<file path="src/rtl/mem_stage_pipe.sv">
// -----------------------------------------------------------------------------
// mem_stage_pipe
// -----------------------------------------------------------------------------
// MEM pipeline stage of the LC-3b core, placed between the EX/MEM and MEM/WB
// registers. The stage holds one instruction at a time. For LDR/LDB/LDI-leg/
// STR/STB it runs the data-memory access over a resp-based dcache handshake.
// It then presents the instruction's payload and any load data to writeback
// over a valid/ready interface. Non-memory instructions pass through with one
// cycle of latency.
//
// Ports
//   clk, rst_n        clock and asynchronous active-low reset
//   flush             synchronous kill of the held or incoming instruction
//   in_valid/in_ready EX/MEM handshake
//   in_address        effective data address
//   in_wdata          store data (SR)
//   in_mem_read       instruction loads
//   in_mem_write      instruction stores (wins if read is also set)
//   in_byte           byte access (LDB/STB)
//   in_aluresult, in_npc, in_ir, in_drid, in_cs
//                     payload forwarded unchanged to writeback
//   dmem_read/write   dcache request, held until dmem_resp
//   dmem_address      word-aligned dcache address (bit 0 forced to 0)
//   dmem_wdata        dcache write data (byte replicated for STB)
//   dmem_byte_en      byte enables, bit i = byte i
//   dmem_rdata        dcache read data
//   dmem_resp         dcache completes the request this cycle
//   out_valid/out_ready MEM/WB handshake
//   out_*             registered payload copies
//   out_mdr           load data, 0 for non-loads
//   perf_stall_cnt    saturating count of ACCESS cycles without dmem_resp
// -----------------------------------------------------------------------------
module mem_stage_pipe #(
  parameter int DATA_W = 16,
  parameter int DRID_W = 3,
  parameter int CS_W   = 4,
  parameter int PERF_W = 32
) (
  input  logic                clk,
  input  logic                rst_n,
  input  logic                flush,
  // EX/MEM side
  input  logic                in_valid,
  output logic                in_ready,
  input  logic [DATA_W-1:0]   in_address,
  input  logic [DATA_W-1:0]   in_wdata,
  input  logic                in_mem_read,
  input  logic                in_mem_write,
  input  logic                in_byte,
  input  logic [DATA_W-1:0]   in_aluresult,
  input  logic [DATA_W-1:0]   in_npc,
  input  logic [DATA_W-1:0]   in_ir,
  input  logic [DRID_W-1:0]   in_drid,
  input  logic [CS_W-1:0]     in_cs,
  // dcache side
  output logic                dmem_read,
  output logic                dmem_write,
  output logic [DATA_W-1:0]   dmem_address,
  output logic [DATA_W-1:0]   dmem_wdata,
  output logic [DATA_W/8-1:0] dmem_byte_en,
  input  logic [DATA_W-1:0]   dmem_rdata,
  input  logic                dmem_resp,
  // MEM/WB side
  output logic                out_valid,
  input  logic                out_ready,
  output logic [DATA_W-1:0]   out_address,
  output logic [DATA_W-1:0]   out_aluresult,
  output logic [DATA_W-1:0]   out_npc,
  output logic [DATA_W-1:0]   out_ir,
  output logic [DRID_W-1:0]   out_drid,
  output logic [CS_W-1:0]     out_cs,
  output logic [DATA_W-1:0]   out_mdr,
  // performance
  output logic [PERF_W-1:0]   perf_stall_cnt
);

  localparam int BE_W = DATA_W / 8;

  typedef enum logic [1:0] {
    S_IDLE   = 2'd0,
    S_ACCESS = 2'd1,
    S_DONE   = 2'd2
  } state_e;

  // ---------------------------------------------------------------------------
  // Data-formatting helpers
  // ---------------------------------------------------------------------------

  // Load data: full word, or the byte picked by address[0], sign-extended.
  function automatic logic [DATA_W-1:0] ld_format(input logic [DATA_W-1:0] rdata,
                                                  input logic              is_byte,
                                                  input logic              a0);
    logic [7:0] b;
    b = a0 ? rdata[15:8] : rdata[7:0];
    if (is_byte) ld_format = {{(DATA_W-8){b[7]}}, b};
    else         ld_format = rdata;
  endfunction

  // Store data: STB places SR[7:0] in every byte lane so the byte enables
  // alone decide which lane gets written.
  function automatic logic [DATA_W-1:0] st_format(input logic [DATA_W-1:0] sr,
                                                  input logic              is_byte);
    if (is_byte) st_format = {BE_W{sr[7:0]}};
    else         st_format = sr;
  endfunction

  function automatic logic [BE_W-1:0] be_format(input logic is_byte,
                                                input logic a0);
    logic [BE_W-1:0] be;
    if (is_byte) begin
      be    = '0;
      be[0] = ~a0;
      be[1] = a0;
    end else begin
      be = '1;
    end
    be_format = be;
  endfunction

  // ---------------------------------------------------------------------------
  // State
  // ---------------------------------------------------------------------------
  state_e              state_q,  state_d;
  logic                killed_q, killed_d;
  logic                rd_q,     rd_d;
  logic                wr_q,     wr_d;
  logic                byte_q,   byte_d;
  logic [DATA_W-1:0]   addr_q,   addr_d;
  logic [DATA_W-1:0]   wdata_q,  wdata_d;
  logic [DATA_W-1:0]   alu_q,    alu_d;
  logic [DATA_W-1:0]   npc_q,    npc_d;
  logic [DATA_W-1:0]   ir_q,     ir_d;
  logic [DRID_W-1:0]   drid_q,   drid_d;
  logic [CS_W-1:0]     cs_q,     cs_d;
  logic [DATA_W-1:0]   mdr_q,    mdr_d;
  logic [PERF_W-1:0]   perf_q,   perf_d;

  logic in_access;
  logic accept;

  assign in_access = (state_q == S_ACCESS);
  assign in_ready  = ~flush & ((state_q == S_IDLE) | ((state_q == S_DONE) & out_ready));
  assign accept    = in_valid & in_ready;

  // ---------------------------------------------------------------------------
  // Next-state logic
  // ---------------------------------------------------------------------------
  always_comb begin
    state_d  = state_q;
    killed_d = killed_q;
    rd_d     = rd_q;
    wr_d     = wr_q;
    byte_d   = byte_q;
    addr_d   = addr_q;
    wdata_d  = wdata_q;
    alu_d    = alu_q;
    npc_d    = npc_q;
    ir_d     = ir_q;
    drid_d   = drid_q;
    cs_d     = cs_q;
    mdr_d    = mdr_q;
    perf_d   = perf_q;

    if (in_access && !dmem_resp && (perf_q != {PERF_W{1'b1}})) begin
      perf_d = perf_q + PERF_W'(1);
    end

    case (state_q)
      S_IDLE: begin
        // flush already blocks accept through in_ready.
        state_d = S_IDLE;
      end
      S_ACCESS: begin
        // The dcache request runs to completion even when flushed; the kill
        // only suppresses the writeback hand-off.
        killed_d = killed_q | flush;
        if (dmem_resp) begin
          killed_d = 1'b0;
          if (killed_q || flush) begin
            state_d = S_IDLE;
          end else begin
            state_d = S_DONE;
            if (rd_q) mdr_d = ld_format(dmem_rdata, byte_q, addr_q[0]);
          end
        end
      end
      S_DONE: begin
        if (flush || out_ready) state_d = S_IDLE;
      end
      default: state_d = S_IDLE;
    endcase

    // Accept overrides the IDLE/DONE exit above (back-to-back in DONE).
    if (accept) begin
      rd_d     = in_mem_read & ~in_mem_write;
      wr_d     = in_mem_write;
      byte_d   = in_byte;
      addr_d   = in_address;
      wdata_d  = st_format(in_wdata, in_byte);
      alu_d    = in_aluresult;
      npc_d    = in_npc;
      ir_d     = in_ir;
      drid_d   = in_drid;
      cs_d     = in_cs;
      mdr_d    = '0;
      killed_d = 1'b0;
      state_d  = (in_mem_read | in_mem_write) ? S_ACCESS : S_DONE;
    end
  end

  // ---------------------------------------------------------------------------
  // Registers
  // ---------------------------------------------------------------------------
  always_ff @(posedge clk or negedge rst_n) begin
    if (!rst_n) begin
      state_q  <= S_IDLE;
      killed_q <= 1'b0;
      rd_q     <= 1'b0;
      wr_q     <= 1'b0;
      byte_q   <= 1'b0;
      addr_q   <= '0;
      wdata_q  <= '0;
      alu_q    <= '0;
      npc_q    <= '0;
      ir_q     <= '0;
      drid_q   <= '0;
      cs_q     <= '0;
      mdr_q    <= '0;
      perf_q   <= '0;
    end else begin
      state_q  <= state_d;
      killed_q <= killed_d;
      rd_q     <= rd_d;
      wr_q     <= wr_d;
      byte_q   <= byte_d;
      addr_q   <= addr_d;
      wdata_q  <= wdata_d;
      alu_q    <= alu_d;
      npc_q    <= npc_d;
      ir_q     <= ir_d;
      drid_q   <= drid_d;
      cs_q     <= cs_d;
      mdr_q    <= mdr_d;
      perf_q   <= perf_d;
    end
  end

  // ---------------------------------------------------------------------------
  // Outputs
  // ---------------------------------------------------------------------------
  assign dmem_read      = in_access & rd_q;
  assign dmem_write     = in_access & wr_q;
  assign dmem_address   = {addr_q[DATA_W-1:1], 1'b0};
  assign dmem_wdata     = wdata_q;
  assign dmem_byte_en   = in_access ? be_format(byte_q, addr_q[0]) : '0;

  assign out_valid      = (state_q == S_DONE);
  assign out_address    = addr_q;
  assign out_aluresult  = alu_q;
  assign out_npc        = npc_q;
  assign out_ir         = ir_q;
  assign out_drid       = drid_q;
  assign out_cs         = cs_q;
  assign out_mdr        = mdr_q;
  assign perf_stall_cnt = perf_q;

endmodule
</file>
<file path="config.mk">
export PLATFORM = sky130hd
export DESIGN_NAME = mem_stage_pipe
export DESIGN_NICKNAME = d
export VERILOG_FILES = /design/src/rtl/mem_stage_pipe.sv
export SDC_FILE = /design/constraint.sdc
export NUM_CORES = 1
export LEC_CHECK = 0
export CORE_MARGIN = 2
export CORE_UTILIZATION = 38
export CTS_CLUSTER_DIAMETER = 100
export DETAILED_ROUTE_END_ITERATION = 8
export PLACE_DENSITY = 0.77
export SLEW_MARGIN = 20
export SYNTH_ARGS = -nofsm -noshare
export SYNTH_HDL_FRONTEND = slang
export SYNTH_SLANG_ARGS = --single-unit
</file>
<file path="constraint.sdc">
create_clock -name clk -period 1.96 [get_ports clk]
set_clock_uncertainty 0.05 [all_clocks]
set_input_delay 0.392 -clock clk [delete_from_list [all_inputs] [get_ports clk]]
set_output_delay 0.392 -clock clk [all_outputs]
set_load 0.05 [all_outputs]
</file>
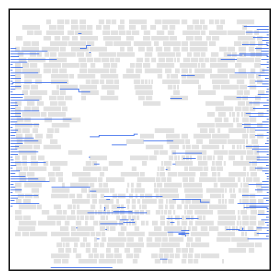
**Above:** run 1 (signal wires on met3).
Drawn at 2 px/um.
nets with wire on the layer: 166
longest straight run: 30.6 um
wire length on this layer: 1200 um
share of all routed wire: 7.1%
main direction: horizontal
final wirelength: 16800 um
total number of vias: 4861
GRT met3 Usage: 0.0521

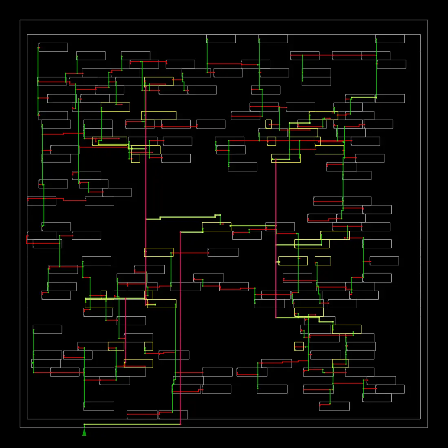
**Above:** run 1 (clock routing).
clock buffer count: 20
num sequential: 141
clock sink total: 141
Worst-Skew Late Latency: 410 ps

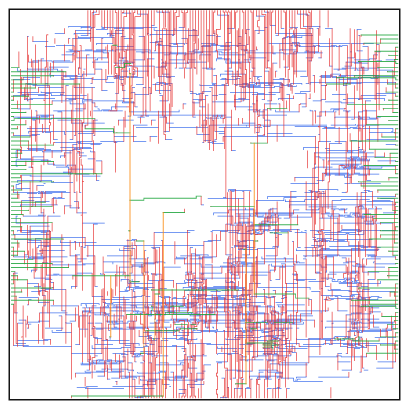
**Above:** run 1 (signal wires by layer).
Drawn at 3 px/um.
| color | layer | wire length |
|---|---|---|
| orange | M4 | 299 um |
| green | M3 | 1200 um |
| red | M2 | 8910 um |
| blue | M1 | 6410 um |

==> flow_summary.ini, run 1 <==
; yosys + openroad results
[worst_setup_path]
crit_family = simple AND/OR/NAND/NOR gates
reg2reg_setup_slack_ps = 60
regToRegEndpoint = perf_stall_cnt[28]$_DFFE_PN0P_
cp-startpoint = state_q[0]$_DFFE_PN0P_
crit_buf_inv = 2

[synthesis]
edf_count = 0
yosys_most_used_dff = dfrtp_1
synth-xor-area-share = 0.0394
post_synth.cell_area_avg_um2 = 12.7
top_cell_area_share = 0.588
unique_masters_post_synth = 40
synthesis.nets = 585
ys_chip_area_um2 = 6000
yosys.stat.seqShare = 0.588
synth-warning-count = 0
synth_top_cell_by_area = dfrtp_1
top_logic_kind = multiplexers
synth_flops = 141
mux_share = 0.186
postSynth.asyncResetShare = 1.00
topCellsByArea = dfrtp_1 (59%), mux2_2 (15%), xnor2_1 (3.6%)

[final_timing]
hold_viol = 0
maxSlewViolCount = 0
max_slew_margin = 0.651
finalHoldWorstSlack_ps = 397
max_freq_ghz = 0.523
final_period_minus_worst_setup_slack_ps = 1910
final.period_utilization = 0.976
worst_slack_ps = 46.2

[place]
place_congestion = 0.938
number_of_buffer_cells_added_on_primary_ports = 267
placedInstanceArea_um2 = 9100
detailedPlace.worstSlack_ps = -433

[power]
power_density_nw_per_um2 = 1180
p_sw_mw = 4.56
report.power.total_mw = 11.5
power.switching_fraction = 0.397
cellLeakagePower_nw = 4.40
clock_net_power_mw = 3.16

[detailed_routing]
top_signal_layer_used = met4
detailedRoute.firstIterationViolations = 191
detailroute.wirelength.met2_um = 8910
wirelength_met1_um = 6410

[final_layout]
final-instance-count-excl-fill = 1004
area.share.sequential = 0.367
fin_nets = 894
ff_latch_area_um2 = 3570
mostFrequentLayoutCells = buf_4 (134), dfrtp_1 (111), clkdlybuf4s50_1 (108)
postLayoutCoreUtil = 0.634
comb-cell-share = 0.242
clock_tree_area_fraction = 0.0602
n_all_inverters = 3

[floorplanning]
floorplan.die_area_um2 = 16800
fp_util = 0.392
core_um2 = 15300

[global_routing]
via_count_of_the_first_global_routing_pass = 5096
grt_overflow_total = 0
grtUsageMet1 = 0.235
grt_antenna_before_repair = 0

[run_status]
outcome = completed

[clock_tree]
worst_setup_hold_path_clk_slew_ps = 60
clockBufferDepth = 2
num_cts_buffers = 17

[flow_run]
cap_violations = 0
## Run 2: what changed since run 1
--- a/config.mk
+++ b/config.mk
@@ -14,3 +14,4 @@
 export SYNTH_ARGS = -nofsm -noshare
 export SYNTH_HDL_FRONTEND = slang
 export SYNTH_SLANG_ARGS = --single-unit
+export TNS_END_PERCENT = 100
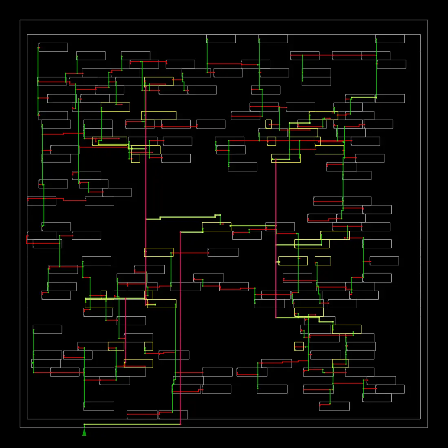
**Above:** run 2 (clock routing).
clk pwr: 3.16 mW
Num CTS Buffers: 17

==> flow_summary.ini, run 2 <==
; yosys + openroad results
[run_status]
outcome = completed

[detailed_routing]
wirelength_met1_um = 6410
top_signal_layer_used = met4
detailedRoute.firstIterationViolations = 191
routed-via-count = 4861

[worst_setup_path]
crit_buf_inv = 2
reg2reg_setup_slack_ps = 60
regToRegEndpoint = perf_stall_cnt[28]$_DFFE_PN0P_
crit_family = simple AND/OR/NAND/NOR gates
cp-startpoint = state_q[0]$_DFFE_PN0P_

[final_layout]
nClkBuffers = 20
mostFrequentLayoutCells = buf_4 (134), dfrtp_1 (111), clkdlybuf4s50_1 (108)
comb-cell-share = 0.242
area.share.sequential = 0.367
postLayoutCoreUtil = 0.634
n_all_inverters = 3
ff_latch_area_um2 = 3570
seq_cell_count = 141

[power]
power_density_nw_per_um2 = 1180
cellLeakagePower_nw = 4.40
power.switching_fraction = 0.397

[floorplanning]
core_um2 = 15300
floorplan.die_area_um2 = 16800
fp_util = 0.392

[synthesis]
postSynth.asyncResetShare = 1.00
unique_masters_post_synth = 40
edf_count = 0
synth_flops = 141
yosys_most_used_dff = dfrtp_1
synth-xor-area-share = 0.0394
ys_chip_area_um2 = 6000
yosys.stat.seqShare = 0.588
top_logic_kind = multiplexers
topCellsByArea = dfrtp_1 (59%), mux2_2 (15%), xnor2_1 (3.6%)
synth_top_cell_by_area = dfrtp_1
post_synth.cell_area_avg_um2 = 12.7
top_cell_area_share = 0.588

[place]
placedInstanceArea_um2 = 9100
number_of_buffer_cells_added_on_primary_ports = 267
detailedPlace.worstSlack_ps = -433
place_congestion = 0.938

[final_timing]
max_slew_margin = 0.651
hold_viol = 0
finalHoldWorstSlack_ps = 397
max_freq_ghz = 0.523

[global_routing]
global_route.usage.met3 = 0.0521
grt_overflow_total = 0
via_count_of_the_first_global_routing_pass = 5096
grtUsageMet1 = 0.235
grt_antenna_before_repair = 0

[clock_tree]
worst_skew_late_latency_ps = 410
worst_setup_hold_path_clk_slew_ps = 60
cts.sink_count = 141

[flow_run]
cap_violations = 0
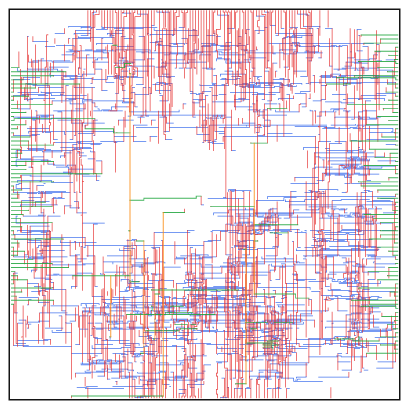
**Above:** run 2 (signal wires by layer).
Drawn at 3 px/um.
| color | layer | wire length |
|---|---|---|
| orange | M4 | 299 um |
| green | M3 | 1200 um |
| red | M2 | 8910 um |
| blue | M1 | 6410 um |

Power is estimated from default activity; no workload was simulated.
